$ cat config.mk
export PLATFORM = sky130hd
export DESIGN_NAME = d8_pipe_sched
export DESIGN_NICKNAME = d
export VERILOG_FILES = /design/src/rtl/d8_pipe_sched_pkg.sv /design/src/rtl/d8_pipe_sched_scoreboard.sv /design/src/rtl/d8_pipe_sched.sv
export SDC_FILE = /design/constraint.sdc
export NUM_CORES = 1
export LEC_CHECK = 0
export ABC_AREA = 1
export CAP_MARGIN = 20
export CORE_MARGIN = 2
export CORE_UTILIZATION = 54
export DETAILED_ROUTE_END_ITERATION = 8
export GPL_TIMING_DRIVEN = 1
export PLACE_DENSITY = 0.88
export REMOVE_ABC_BUFFERS = 1
export SETUP_SLACK_MARGIN = 0.4
export SLEW_MARGIN = 20
export SYNTH_ARGS = -nofsm -noshare
export SYNTH_HDL_FRONTEND = slang
export SYNTH_SLANG_ARGS = --single-unit
export TNS_END_PERCENT = 30
$ cat constraint.sdc
create_clock -name sys_clk -period 3 [get_ports sys_clk]
set_input_delay 0.45 -clock sys_clk [delete_from_list [all_inputs] [get_ports sys_clk]]
set_output_delay 0.45 -clock sys_clk [all_outputs]
set_load 0.005 [all_outputs]
$ cat src/rtl/d8_pipe_sched_pkg.sv
// rtl/d8_pipe_sched_pkg.sv - d8 opcode set and issue-class helpers
package d8_pipe_sched_pkg;

    localparam logic [7:0] OP_NOP = 8'h00;
    localparam logic [7:0] OP_ADD = 8'h01;
    localparam logic [7:0] OP_SOU = 8'h02;
    localparam logic [7:0] OP_SHL = 8'h03;
    localparam logic [7:0] OP_SHR = 8'h04;
    localparam logic [7:0] OP_COP = 8'h05;
    localparam logic [7:0] OP_AFC = 8'h06;
    localparam logic [7:0] OP_LOD = 8'h07;
    localparam logic [7:0] OP_STR = 8'h08;
    localparam logic [7:0] OP_JMP = 8'h09;
    localparam logic [7:0] OP_JMZ = 8'h0A;
    localparam logic [7:0] OP_VWR = 8'h0B;

    typedef struct packed {
        logic rd_bc;
        logic rd_b;
        logic wr_a;
    } op_class_t;

    // Reads both source operands b and c
    function automatic logic is_rd_bc(input logic [7:0] op);
        return (op == OP_ADD) || (op == OP_SOU) || (op == OP_SHL) ||
               (op == OP_SHR) || (op == OP_VWR);
    endfunction

    // Reads source operand b only
    function automatic logic is_rd_b(input logic [7:0] op);
        return (op == OP_COP) || (op == OP_STR) || (op == OP_JMZ) || (op == OP_JMP);
    endfunction

    // Writes destination register a
    function automatic logic is_wr_a(input logic [7:0] op);
        return (op == OP_ADD) || (op == OP_SOU) || (op == OP_SHL) || (op == OP_SHR) ||
               (op == OP_COP) || (op == OP_AFC) || (op == OP_LOD);
    endfunction

    function automatic op_class_t op_class(input logic [7:0] op);
        op_class_t cls;
        cls.rd_bc = is_rd_bc(op);
        cls.rd_b  = is_rd_b(op);
        cls.wr_a  = is_wr_a(op);
        return cls;
    endfunction

endpackage

$ cat src/rtl/d8_pipe_sched_scoreboard.sv
// rtl/d8_pipe_sched_scoreboard.sv - per-register write-pending countdown scoreboard
module d8_sched_scoreboard
    import d8_pipe_sched_pkg::*;
#(
    parameter int REG_AW = 4,
    parameter int WB_LAT = 2
) (
    input  logic              i_clk,
    input  logic              i_rst,
    input  logic              i_hold,
    input  logic              i_set,
    input  logic [REG_AW-1:0] i_set_idx,
    input  logic [REG_AW-1:0] i_rd_b_idx,
    input  logic [REG_AW-1:0] i_rd_c_idx,
    output logic              o_pend_b_nz,
    output logic              o_pend_c_nz,
    output logic              o_busy
);

    localparam int         NREG = 2 ** REG_AW;
    localparam logic [1:0] LAT  = 2'(WB_LAT);

    logic [1:0] r_pend [NREG];
    logic       w_busy;

    // Countdowns tick only while the pipe moves; a new writer reloads its entry over the tick
    always_ff @(posedge i_clk or posedge i_rst) begin
        if (i_rst) begin
            for (int i = 0; i < NREG; i++) r_pend[i] <= 2'd0;
        end else if (!i_hold) begin
            for (int i = 0; i < NREG; i++) begin
                if (i_set && (i_set_idx == REG_AW'(i))) r_pend[i] <= LAT;
                else if (r_pend[i] != 2'd0)            r_pend[i] <= r_pend[i] - 2'd1;
            end
        end
    end

    // Any entry still counting means a write is in flight
    always_comb begin
        w_busy = 1'b0;
        for (int i = 0; i < NREG; i++) w_busy = w_busy | (r_pend[i] != 2'd0);
    end

    assign o_pend_b_nz = (r_pend[i_rd_b_idx] != 2'd0);
    assign o_pend_c_nz = (r_pend[i_rd_c_idx] != 2'd0);
    assign o_busy      = w_busy;

endmodule

$ cat src/rtl/d8_pipe_sched.sv
// rtl/d8_pipe_sched.sv - RAW-hazard issue scheduler between LI/DI and DI/EX
module d8_pipe_sched
    import d8_pipe_sched_pkg::*;
#(
    parameter int REG_AW = 4,
    parameter int WB_LAT = 2
) (
    input  logic        sys_clk,
    input  logic        sys_rst,
    input  logic [7:0]  li_di_op,
    input  logic [7:0]  li_di_a,
    input  logic [7:0]  li_di_b,
    input  logic [7:0]  li_di_c,
    input  logic        hold,
    input  logic        flush,
    input  logic        cnt_clr,
    output logic [7:0]  li_di_op_out,
    output logic        en,
    output logic [15:0] stall_cnt,
    output logic        busy
);

    op_class_t   w_cls;
    logic        w_pend_b_nz;
    logic        w_pend_c_nz;
    logic        w_hazard;
    logic        w_issue;
    logic        w_count;
    logic [15:0] w_stall_cnt_nxt;
    logic [15:0] r_stall_cnt;
    logic        w_unused_hi;

    assign w_cls    = op_class(li_di_op);
    assign w_hazard = ((w_cls.rd_bc | w_cls.rd_b) & w_pend_b_nz) | (w_cls.rd_bc & w_pend_c_nz);
    assign w_issue  = !sys_rst && !flush && !hold && !w_hazard;
    assign w_count  = w_hazard && !hold && !flush;

    // Register indices ignore the upper operand bits
    assign w_unused_hi = ^{li_di_a[7:REG_AW], li_di_b[7:REG_AW], li_di_c[7:REG_AW]};

    d8_sched_scoreboard #(
        .REG_AW (REG_AW),
        .WB_LAT (WB_LAT)
    ) u_scoreboard (
        .i_clk       (sys_clk),
        .i_rst       (sys_rst),
        .i_hold      (hold),
        .i_set       (w_issue && w_cls.wr_a),
        .i_set_idx   (li_di_a[REG_AW-1:0]),
        .i_rd_b_idx  (li_di_b[REG_AW-1:0]),
        .i_rd_c_idx  (li_di_c[REG_AW-1:0]),
        .o_pend_b_nz (w_pend_b_nz),
        .o_pend_c_nz (w_pend_c_nz),
        .o_busy      (busy)
    );

    // Priority mux: reset, then flush (advance with bubble), hold, hazard, else issue
    always_comb begin
        en           = 1'b0;
        li_di_op_out = OP_NOP;
        if (sys_rst) begin
            en = 1'b0;
        end else if (flush) begin
            en = 1'b1;
        end else if (hold || w_hazard) begin
            en = 1'b0;
        end else begin
            en           = 1'b1;
            li_di_op_out = li_di_op;
        end
    end

    // Next stall count: clear wins, otherwise saturating increment on counted stalls
    always_comb begin
        w_stall_cnt_nxt = r_stall_cnt;
        if (cnt_clr)                                 w_stall_cnt_nxt = 16'd0;
        else if (w_count && r_stall_cnt != 16'hFFFF) w_stall_cnt_nxt = r_stall_cnt + 16'd1;
    end

    // Stall counter register
    always_ff @(posedge sys_clk or posedge sys_rst) begin
        if (sys_rst) r_stall_cnt <= 16'd0;
        else         r_stall_cnt <= w_stall_cnt_nxt;
    end

    assign stall_cnt = r_stall_cnt;

endmodule
run_1/floorplan.png
Scale bar: 20 um. Pins as bars on the die edge. Tap cells in grey.
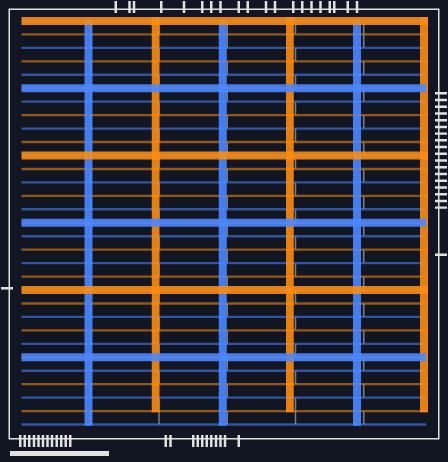
VDD -> orange
VSS -> blue
met4 straps = 6
signal pins = 63
met5 straps = 6
rows = 30

run_1/class_map.png
Scale bar: 20 um.
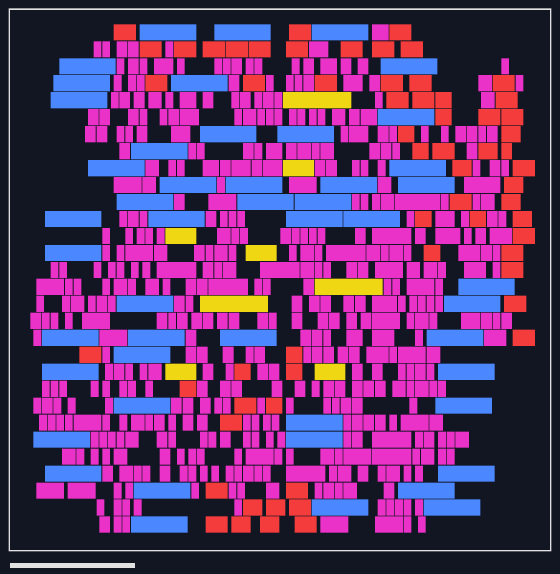
clock drivers and dummy loads -> yellow  # cells 8, share of their area 3.6%
remaining buffers and delay cells -> red  # cells 62, share of their area 13%
registers -> blue  # cells 48, share of their area 27%
remaining logic cells -> magenta  # cells 468, share of their area 56%

==> results.py, run 1 <==
# Flow results
metrics = {
    "status": {
        "run_status": "finished, final reports clean",
    },
    "grt": {
        "first_pass_grt_wire_length_mm": 16.3,
        "maximum_number_of_pins_on_one_net_before_global_route_repair": 49,
        "grt_antenna_before_repair": 0,
        "gr-usage-all-layers": 0.271,
    },
    "run": {
        "drv.max_cap_violation_count": 0,
    },
    "floorplan": {
        "chipArea_mm2": 0.00749,
        "placement_rows": 30,
        "ios": 63,
        "die_width_um": 86.5,
        "fp.coreArea_mm2": 0.00668,
        "die_h_um": 86.5,
        "initial_util": 0.551,
    },
    "critical_path": {
        "timing.rr.start": "stall_cnt[0]",
        "critical-path-top-delay-family": "buffers and inverters",
        "critPathMaxFanout": 8,
        "cp_num_cells": 13,
        "critPathMostFrequentCell": "nand3_2",
        "critical_path.n_buffers_inverters": 5,
        "cp_cell_sequence": "clkdlybuf4s50_1 -> inv_1 -> nand2_2 -> nor3_4 -> buf_4 -> nand2_1 -> nand3_2 -> nand3_2 -> nand2_4 -> nor2_8 -> inv_6 -> nor3_1 -> dlygate4sd2_1",
        "reg2reg_depth": 11,
        "timing.critical_path.arrival_ns": 2.20,
        "critical_path.max_stage_delay_ns": 0.46,
        "cp-startpoint": "li_di_op[6]",
        "critPathCapture": "li_di_op_out[5]",
        "timing.rr.end": "stall_cnt[3]",
        "worst_setup_start_kind": "input port",
        "worst_path_max_delay_cell": "clkdlybuf4s50_1",
        "timing.setup.critical_path_class": "input port to output pin",
        "setup.worst_path.end_class": "output pin",
    },
    "route": {
        "vias": 3819,
        "drc": 0,
        "wire_length_reported_by_the_detailed_router_mm": 9.84,
        "first_iter_violations": 316,
        "drt_pass1_iterations": 4,
    },
    "final_layout": {
        "fillCellCount": 561,
        "mostFrequentLayoutCell": "nand2_1",
        "finish.net_count": 639,
        "proportion_of_layout_cells_with_a_drive_suffix_above_1": 0.119,
        "layout.cells.non_filler": 666,
    },
    "power_and_ir_drop": {
        "power.density_cell_area_mw_per_mm2": 693,
        "power_leakage_uw": 0.00218,
    },
    "cts": {
        "clock-sinks": 48,
        "hold_buffers": 0,
        "clock_insertion_delay_worst_skew_ns": 0.31,
        "clockBufferDepth": 2,
        "clock_tree.htree_level_count": 2,
        "cts_tree": "built",
        "clk_pin_slew_worst_paths_ns": 0.09,
    },
    "place": {
        "hpwl_after_dpl_mm": 7.31,
        "gp_congestion": 0.950,
        "buffer_ports.inserted": 50,
    },
    "worst_hold_path": {
        "min_to": "u_scoreboard.r_pend[26]",
        "min_from": "u_scoreboard.r_pend[26]",
        "min_path_cells": 2,
    },
    "synth": {
        "postSynth.asyncResetShare": 1.00,
        "seq_area_frac_synth": 0.327,
        "top_area_cell": "dfrtp_1",
        "yosysMostFrequentCell": "nand2_1",
        "chip_area_from_the_yosys_synthesis_statistics_mm2": 0.00368,
        "synthFlopType": "dfrtp_1",
        "synth_cell_types": 30,
        "synth.yosys.num_cells": 527,
        "post_synth_inst_count": 527,
        "syn_avg_cell_area_um2": 6.98,
        "total_number_of_yosys_warnings": 0,
        "enable_flop_cells": 0,
    },
    "final_timing": {
        "rsz0062_at_grt": "true",
        "tightest_slew_ns": 0.624,
        "max_transition_margin": 0.584,
        "layout_worst_path_cycle_share": 0.882,
        "finalMaxSlewViolations": 0,
        "finalSetupViolations": 0,
        "timing.clock.skew_ns": 0.00764,
        "post-route-min-period_ns": 2.65,
    },
}
run_1/clock_wires.png
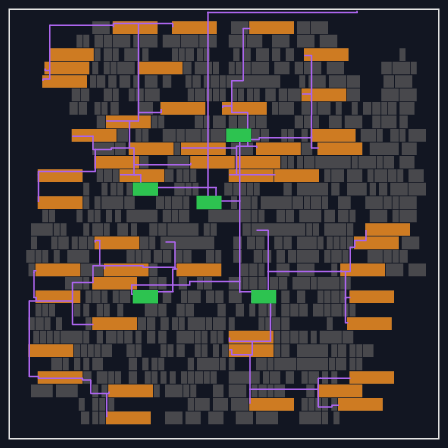
clock-net drivers -> green  # count 5
clock wires -> purple  # length 647 um
flip-flops -> orange  # count 48
flops lie = spread over the die
routed clock nets = 6

run_1/layers.png
Scale bar: 20 um. Only two layers are drawn.
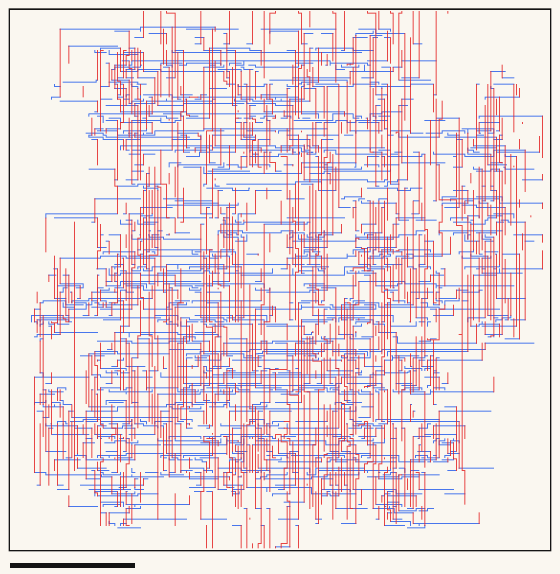
M2 -> red  # wire length 4,850 um
M1 -> blue  # wire length 4,200 um

[run 1: per-stage QoR]
| stage | setup slack [ns] | total power (uW) | util | area, um^2 | hold WS [ns] |
|---|---|---|---|---|---|
| 4_1_cts | 0.354 | 3090 | 0.665 | 4440 | 0.529 |
| 2_1_floorplan | -0.149 | 2050 | - | 3600 | 0.472 |
| 5_1_grt | 0.262 | 3390 | 0.672 | 4490 | 0.557 |
| 6_report | 0.353 | 3110 | 0.672 | 4490 | 0.531 |
| 3_5_place_dp | -0.0223 | 2440 | 0.640 | 4270 | 0.503 |
| 3_3_place_gp | 0.0680 | 2290 | 0.640 | 4270 | 0.495 |
[run 1: logic make-up after synthesis]
logic type | count (synthesis) | synth area share
and+or+nand+nor | 303 | 0.412
buffers and inverters | 98 | 0.109
AOI/OAI and AO/OA | 53 | 0.0762
DFF | 48 | 0.327
adders and majority gates | 17 | 0.0578
xor gates and xnor gates | 8 | 0.0190
[run 1: repair_timing]
action	4_1_cts	5_1_grt
hold endpoints to repair	0	0
setup buffers	2	1
pin swaps	4	3
gates resized	20	15
endpoints found under the setup margin	10	10
[run 1: layout make-up]
class                   instances  area, um^2  share of cell area
clock buffers                   5        68.8              0.0153
flip-flops and latches         48        1200               0.267
multi-input cells             381        2130               0.474
well taps                      80         100              0.0223
inverters                      87         332              0.0738
clock inverters                 3        90.1              0.0201
repair buffers                 62         573               0.128
[run 1: flip-flops by register name, summed over array words and instances (netlist names)]
signal / count
stall_cnt: 16
u_scoreboard.r_pend: 32
[run 1: routing by layer]
metal	track usage	part of all wire	routed length, um
met4	0.0980	0.022	217
met3	0.0505	0.058	575
met2	0.441	0.49	4850
met1	0.361	0.43	4200
met5	0	0	0
[run 1: power breakdown]
group	internal, uW	switching [uW]
registers	869	234
clock network	417	237
logic	536	818
total	1820	1290
run_1/placed.png
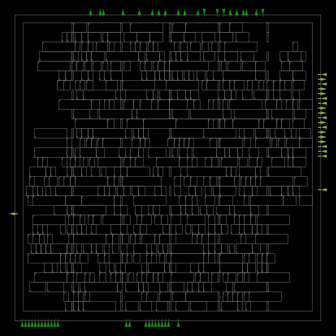

==> run 2, diff against run 1 <==
--- a/config.mk
+++ b/config.mk
@@ -7,6 +7,7 @@
 export LEC_CHECK = 0
 export ABC_AREA = 1
 export CAP_MARGIN = 20
+export CORE_ASPECT_RATIO = 0.75
 export CORE_MARGIN = 2
 export CORE_UTILIZATION = 54
 export DETAILED_ROUTE_END_ITERATION = 8
run_2/placed.png
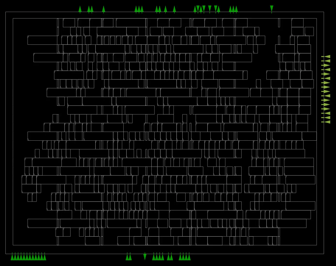
number of inserted filler cells in the final layout: 568
number of sequential cells in the layout: 48

==> run 2 against run 1 <==
Clock-buffer cell count up 2. Worst hold slack worse by 0.0019 ns. Global-route usage fell by 0.28 points. Flip-flop count is the same. Clock skew increased by 0.0056 ns. Die size about the same. Synthesized cell count is the same. Register-to-register slack gained 0.09 ns. Largest cell class unchanged. Largest power group unchanged.
==> results.py, run 2 <==
# Flow results
metrics = {
    "status": {
        "run_status": "finished, final reports clean",
    },
    "final_timing": {
        "holdWs_ns": 0.529,
        "timing.clock.skew_ns": 0.0132,
        "final_critical_path_setup_slack_ns": 0.415,
        "fmaxAchievable_mhz": 387,
        "max_transition_margin": 0.587,
        "finalSetupViolations": 0,
        "tightest_slew_ns": 0.620,
        "finalHoldViolations": 0,
        "layout_worst_path_cycle_share": 0.862,
        "finalMaxSlewViolations": 0,
        "post-route-min-period_ns": 2.59,
        "rsz0062_at_grt": "true",
        "timing.setup.tns_ns": 0,
    },
    "critical_path": {
        "critPathMostFrequentCell": "nand3_2",
        "worst-endpoint-required_ns": 2.55,
        "timing.critical_path.arrival_ns": 2.14,
        "critical-path-top-delay-family": "simple AND/OR/NAND/NOR gates",
        "worst_setup_start_kind": "input port",
        "worst_path_max_delay_cell": "clkdlybuf4s50_1",
        "critPathMaxFanout": 4,
        "reg2reg_setup_slack_ns": 0.74,
        "critPathCapture": "li_di_op_out[3]",
        "critical_path.n_buffers_inverters": 3,
        "critical_path.max_stage_delay_ns": 0.42,
        "timing.setup.critical_path_class": "input port to output pin",
        "reg2reg_depth": 11,
        "setup.worst_path.end_class": "output pin",
        "cp-startpoint": "li_di_op[4]",
        "cp_cell_sequence": "clkdlybuf4s50_1 -> inv_2 -> nand2_2 -> nor3_4 -> nand3_2 -> o21ai_2 -> nand3_2 -> nand2_4 -> nor2_8 -> nand2_1 -> nor2_1 -> dlygate4sd2_1",
        "timing.rr.end": "stall_cnt[3]",
        "timing.rr.start": "stall_cnt[0]",
        "cp_num_cells": 12,
    },
    "final_layout": {
        "mostFrequentLayoutCell": "nand2_1",
        "largest-register": "u_scoreboard.r_pend",
        "proportion_of_layout_cells_with_a_drive_suffix_above_1": 0.132,
        "final_layout_top_logic_cells": "nand2_1, inv_1, nand3_1",
        "finish.net_count": 638,
        "seq_area_mm2": 0.00120,
        "largest_register_ffs": 32,
        "finalInstanceArea_mm2": 0.00446,
        "antenna_cells": 0,
        "synthToLayoutAreaGrowth_pct": 21.4,
        "comb_area_mm2": 0.00216,
    },
    "synth": {
        "synth_cell_types": 30,
        "yosysMostFrequentCell": "nand2_1",
        "netlist_top_cells_count": "nand2_1, inv_1, nand3_1",
        "yosys.area.top_type_share": 0.327,
        "synth.yosys.num_cells": 527,
        "seq_area_frac_synth": 0.327,
        "postSynth.asyncResetShare": 1.00,
        "chip_area_from_the_yosys_synthesis_statistics_mm2": 0.00368,
        "enable_flop_cells": 0,
        "numSynthFlops": 48,
        "area_leaders": "dfrtp_1, nand2_1, nand3_1, inv_1, ha_1",
        "synth.cell_area_mm2": 0.00368,
        "post_synth_inst_count": 527,
        "top_area_cell": "dfrtp_1",
        "total_number_of_yosys_warnings": 0,
        "synthFlopType": "dfrtp_1",
        "syn_avg_cell_area_um2": 6.98,
    },
    "grt": {
        "grt_pass1_vias": 3453,
        "grt_antenna_before_repair": 0,
        "gr-usage-all-layers": 0.268,
        "maximum_number_of_pins_on_one_net_before_global_route_repair": 49,
        "overflow": 0,
        "first_pass_grt_wire_length_mm": 16.0,
    },
    "route": {
        "drt_pass1_iterations": 5,
        "first_iter_violations": 424,
        "detail_route.vias_per_cell": 5.68,
        "vias": 3797,
        "route.detailed.wl_per_inst_um": 14.8,
        "route.top_layer_used": "met4",
        "detailroute.wirelength.met2_mm": 4.75,
        "met1Wirelength_mm": 4.23,
        "antenna_violating_nets_post_route": 0,
        "wire_length_reported_by_the_detailed_router_mm": 9.88,
        "dr_wl_met3_um": 730,
        "drc": 0,
    },
    "floorplan": {
        "die_width_um": 99.3,
        "initial_util": 0.549,
        "placement_rows": 26,
        "die_h_um": 75.5,
        "chipArea_mm2": 0.00750,
        "ios": 63,
        "fp.coreArea_mm2": 0.00670,
    },
    "worst_hold_path": {
        "hold_path.class": "register to register",
        "min_path_cells": 2,
        "min_from": "u_scoreboard.r_pend[31]",
        "min_to": "u_scoreboard.r_pend[31]",
    },
    "place": {
        "gp_congestion": 0.961,
        "post-place-ws_ns": 0.0222,
        "hpwl_after_dpl_mm": 7.38,
        "post_dp_cell_area_mm2": 0.00427,
        "buffer_ports.inserted": 50,
    },
    "power_and_ir_drop": {
        "worst_ir_drop_vdd_mv": 0.368,
        "power.density_cell_area_mw_per_mm2": 645,
        "power_leakage_uw": 0.00215,
    },
    "cts": {
        "clk_pin_slew_worst_paths_ns": 0.08,
        "clock-sinks": 48,
        "cts_tree": "built",
        "clock-root-buffer": "clkbuf_8",
        "clockBufferDepth": 2,
        "clock_tree.htree_level_count": 2,
        "cts-buffers-inserted": 5,
        "hold_buffers": 0,
        "clock_insertion_delay_worst_skew_ns": 0.31,
    },
    "run": {
        "openroad.warnings": 39,
        "drv.max_cap_violation_count": 0,
    },
}
run 2: cell count changes in the layout (fill, tap and decap cells not counted), moves of 3 or more:
cell	before	now
bufinv_16	3	0
clkdlybuf4s15_1	2	6
dlygate4sd2_1	10	3
dlymetal6s2s_1	0	3
inv_1	79	76
inv_2	7	10
nor3_1	14	9
nor3_2	1	6
run 2: power breakdown:
part	switching [uW]	internal, uW
Combinational	833	540
Clock	223	167
Sequential	250	868
run 2: repair_timing:
item                                   CTS  global route
setup buffers                            0             3
endpoints found under the hold margin    0             0
setup endpoints to repair               10            10
pin swaps                                1             6
gates resized                           21            32
run 2: per-layer routing:
metal / vias up / track usage
li1: 1837 / -
met3: 22 / 0.0477
met4: 0 / 0.0761
met2: 162 / 0.444
met1: 1776 / 0.368
met5: - / 0
run 2: final cells by class:
| cell class | count | area share |
|---|---|---|
| multi-input cells | 381 | 0.483 |
| flip-flops and latches | 48 | 0.269 |
| repair buffers | 61 | 0.131 |
| inverters | 87 | 0.0743 |
| well taps | 84 | 0.0235 |
| clock buffers | 7 | 0.0171 |
| clock inverters | 1 | 0.00196 |
run 2: through the flow:
stage | instances | total power [uW] | utilization
4_1_cts | 666 | 2830 | 0.649
2_1_floorplan | 516 | 2050 | -
5_1_grt | 669 | 3160 | 0.666
3_3_place_gp | 658 | 2300 | 0.637
6_report | 669 | 2880 | 0.666
3_5_place_dp | 658 | 2440 | 0.637
run 2: logic make-up after synthesis:
group	synth area share
adders and majority gates	0.0578
and+or+nand+nor	0.412
xor gates and xnor gates	0.0190
AOI/OAI and AO/OA	0.0762
buffers and inverters	0.109
DFF	0.327
run 2: tightest hold or removal path: cells and delay by family (launching register included):
family | cells | cell delay [ns]
and+or+nand+nor | 2 | 0.10
DFF | 1 | 0.39
Power figures rest on the tool's default switching activity, not on a simulated workload.
